Figure 1. Sequential cells colored by netlist name.
The bar under the picture is 50 um long.
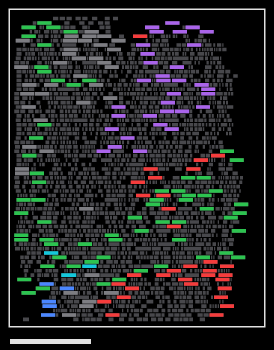
Figure 2. Clock routing.
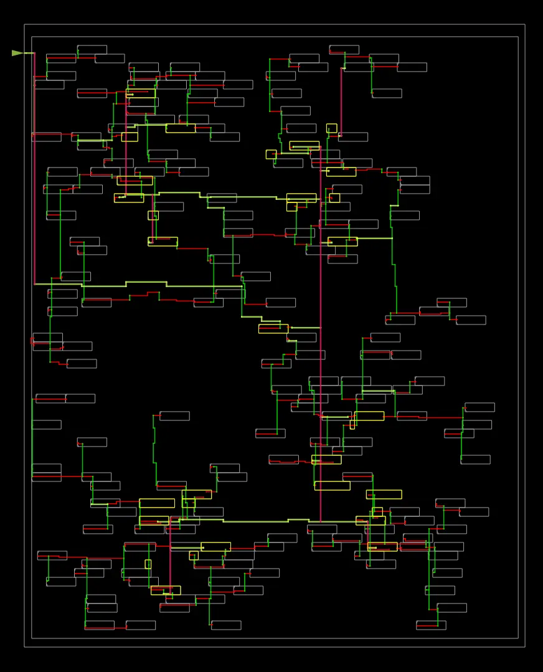
Figure 3. A small window of the routed layout.
Window x 102 to 132, y 34 to 64 um. Cells in gray, sequential cells in the stronger gray; small squares are vias.
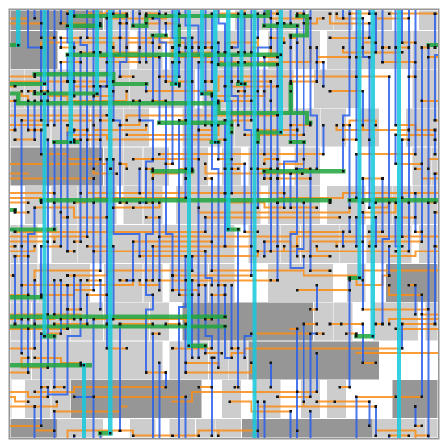
Figure 4. Cells by drive strength.
The bar under the picture is 50 um long.
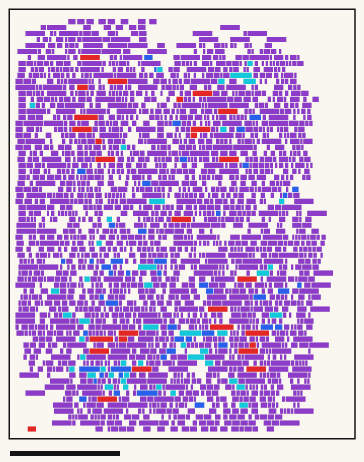
Figure 5. Clock wires, drivers and flops.
The bar under the picture is 50 um long.
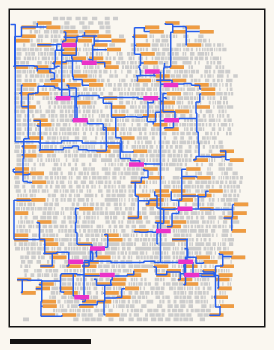
==> config.mk <==
export PLATFORM = sky130hd
export DESIGN_NAME = mul_div_unit
export DESIGN_NICKNAME = d
export VERILOG_FILES = /design/src/rtl/common_pkg.sv /design/src/rtl/mul_div_unit.sv
export SDC_FILE = /design/constraint.sdc
export NUM_CORES = 1
export LEC_CHECK = 0
export CORE_ASPECT_RATIO = 1.25
export CORE_MARGIN = 2
export CORE_UTILIZATION = 60
export CTS_CLUSTER_SIZE = 10
export DETAILED_ROUTE_END_ITERATION = 10
export GPL_ROUTABILITY_DRIVEN = 0
export HOLD_SLACK_MARGIN = 0.12
export PLACE_DENSITY = 0.85
export SYNTH_ARGS = -nofsm -noshare
export SYNTH_HDL_FRONTEND = slang
export SYNTH_SLANG_ARGS = --single-unit
==> constraint.sdc <==
create_clock -name clk -period 9.1 [get_ports clk]
set_input_delay 1.82 -clock clk [delete_from_list [all_inputs] [get_ports clk]]
set_output_delay 1.82 -clock clk [all_outputs]
set_load 0.005 [all_outputs]
==> impl_metrics.yaml <==
# generated from flow reports
hold_path:
  worstHoldPathType: "register to register"
synthesis:
  fp_nets: 2402
  avgSynthCellArea_um2: 7.71
  mux_area_share_pct: 4.01
  yosysTopAreaCell: "dfrtp_1"
  syn_area_mm2: 0.0174
  ys_warn_count: 0
  ys_chip_area_mm2: 0.0174
  yosysTopAreaCellShare_pct: 25.2
  synthAdderAreaFrac_pct: 5.56
  area_leaders: "dfrtp_1 (25%), o21ai_0 (6.6%), xnor2_1 (5.7%)"
  yosys_cells: 2255
  synth_seq_share_pct: 25.4
  common_cells: "nand2_1 (242), o21ai_0 (230), nor2_1 (198), dfrtp_1 (175), a21oi_1 (162)"
  synthFlopType: "dfrtp_1"
  synth_cells: 2255
  synth.most_common_cell: "nand2_1"
finish:
  seqAreaFraction_pct: 23.0
  largest_register_ffs: 64
  final-clk-cell-share_pct: 3.34
  flop_area_mm2: 0.00441
  logic_area_mm2: 0.0121
  comb_share_pct: 63.4
  inverters_excl_clock: 74
  largest_class: "multi-input combinational cells"
  layout_top_cells: "nand2_1 (242), o21ai_0 (229), nor2_1 (195)"
  logic_gate_count: 1853
  drive_above_1_share_pct: 5.35
  fill_cells: 2303
  final_common_cell: "nand2_1"
floorplan:
  tapCellCount: 355
  fp_util_pct: 61.0
  die_height_um: 194
  die_w_um: 156
  rows: 69
clocking:
  clk_path_buf_depth: 2
  cts_made_buffers: 17
  cts_tree: "done"
  postCtsSetupRepairBufs: 0
sta:
  rsz0062_at_grt: "no"
  finalSetupTns_ns: 0
  setup_viol_count_final: 0
  fmax_mhz: 160
  fin_crit_sh_pct: 68.6
  slew_violations: 0
  final_hold_viol_count: 0
drt:
  drt_first_pass_iters: 7
  drt.antenna.violating_nets: 0
  wl_per_cell_um: 24.4
  drt-initial-drc-count: 2579
global_routing:
  grt.overflow.total: 0
  antenna_found_initial: 3
placed_design:
  place_inst: 2586
  io_buffers: 107
  hpwl_um: 46600
flow_run:
  maxCapViolations: 0
setup_path:
  ff2ff_path_depth: 21
  worstPathRequired_ns: 9.47
  endpoint_kind: "register"
outcome:
  status: "completed"
Back to the opening pictures, Figure 1:
cyan -> `r_op`  # flops 3
blue -> `r_count`  # flops 5, where lower left
red -> `r_b`  # flops 32
purple -> `r_rem`  # flops 33
green -> `r_acc`  # flops 64, where widely spread
not colored = 39
seq pwr: 1130 uW
post-layout util: 67.2%

Back to the opening pictures, Figure 2:
clock network power: 827 uW
Layout clock buffers: 19
Setup Skew: 0.0129 ns
registers: 176

Back to the opening pictures, Figure 3:
orange -> met1
blue -> met2
cyan -> met4
green -> met3
most frequent = nand2_1 (19), o21ai_0 (11), nor2_1 (8)
cells with their middle in the window = 102
sequential cells in the window = 6

Back to the opening pictures, Figure 4:
blue -> drive 2  # cells 48
cyan -> drive 3 to 4  # cells 45
red -> drive 6 and up  # cells 28
purple -> drive 1 or less  # cells 2142
bufs w/o clock: 128
post-route cell area: 0.0191 mm2
Final Worst Setup Slack: 2.86 ns
synthesis-to-layout area growth: 10.1%

Back to the opening pictures, Figure 5:
orange -> flip-flops  # count 176
blue -> clock wires  # length 2500 um
magenta -> cells driving clock nets  # count 17
routed clock nets = 18
flops lie = widely spread
clk_lat worst skew: 0.46 ns
Clock Power Share: 17.5%

-- through the flow --
stage / utilization (%) / total power, uW / cell area, um2 / hold slack [ns]
6_report: 67.2 / 4730 / 19100 / 0.482
5_1_grt: 67.1 / 4940 / 19100 / 0.507
4_1_cts: 67.1 / 4550 / 19100 / 0.486
3_5_place_dp: 64.9 / 3700 / 18500 / 0.471
3_3_place_gp: 64.9 / 3630 / 18500 / 0.465
2_1_floorplan: - / 2950 / 17400 / 0.450
-- routing by layer --
metal	up-vias	part of all wire (%)	routed length, um	GRT usage, %
li1	8176	-	-	-
met1	8729	34	22000	48.4
met2	1461	43	27500	63.3
met3	465	11	6990	11.7
met4	4	12	7470	37.8
met5	-	0.039	25	0
-- critical path: stages (launching register included) --
cell	delay, ns
dfrtp_1	0.46
ha_1	0.42
a21o_1	0.26
a22o_1	0.21
a211oi_1	0.45
a21oi_2	0.20
a21oi_4	0.24
xnor2_4	0.13
buf_4	0.50
inv_2	0.04
buf_4	0.29
a21oi_1	0.33
ha_1	0.32
o211ai_1	0.13
or3_1	0.41
or2_1	0.27
nor4_1	0.38
o21ai_1	0.22
o31ai_1	0.30
xnor2_1	0.13
a211o_1	0.30
a31oi_1	0.13
-- cells by family after synthesis --
group	count (synthesis)
AOI/OAI and AO/OA	754
and+or+nand+nor	729
buffers and inverters	226
xor gates and xnor gates	225
DFF	176
adders and majority gates	76
muxes	69
-- power breakdown --
part           internal [uW]  leakage, uW  switching [uW]
Sequential               901      0.00228             227
Clock                    473     0.000311             354
Combinational            972      0.00525            1810
Total                   2350      0.00784            2390
Power is estimated from default activity; no workload was simulated.
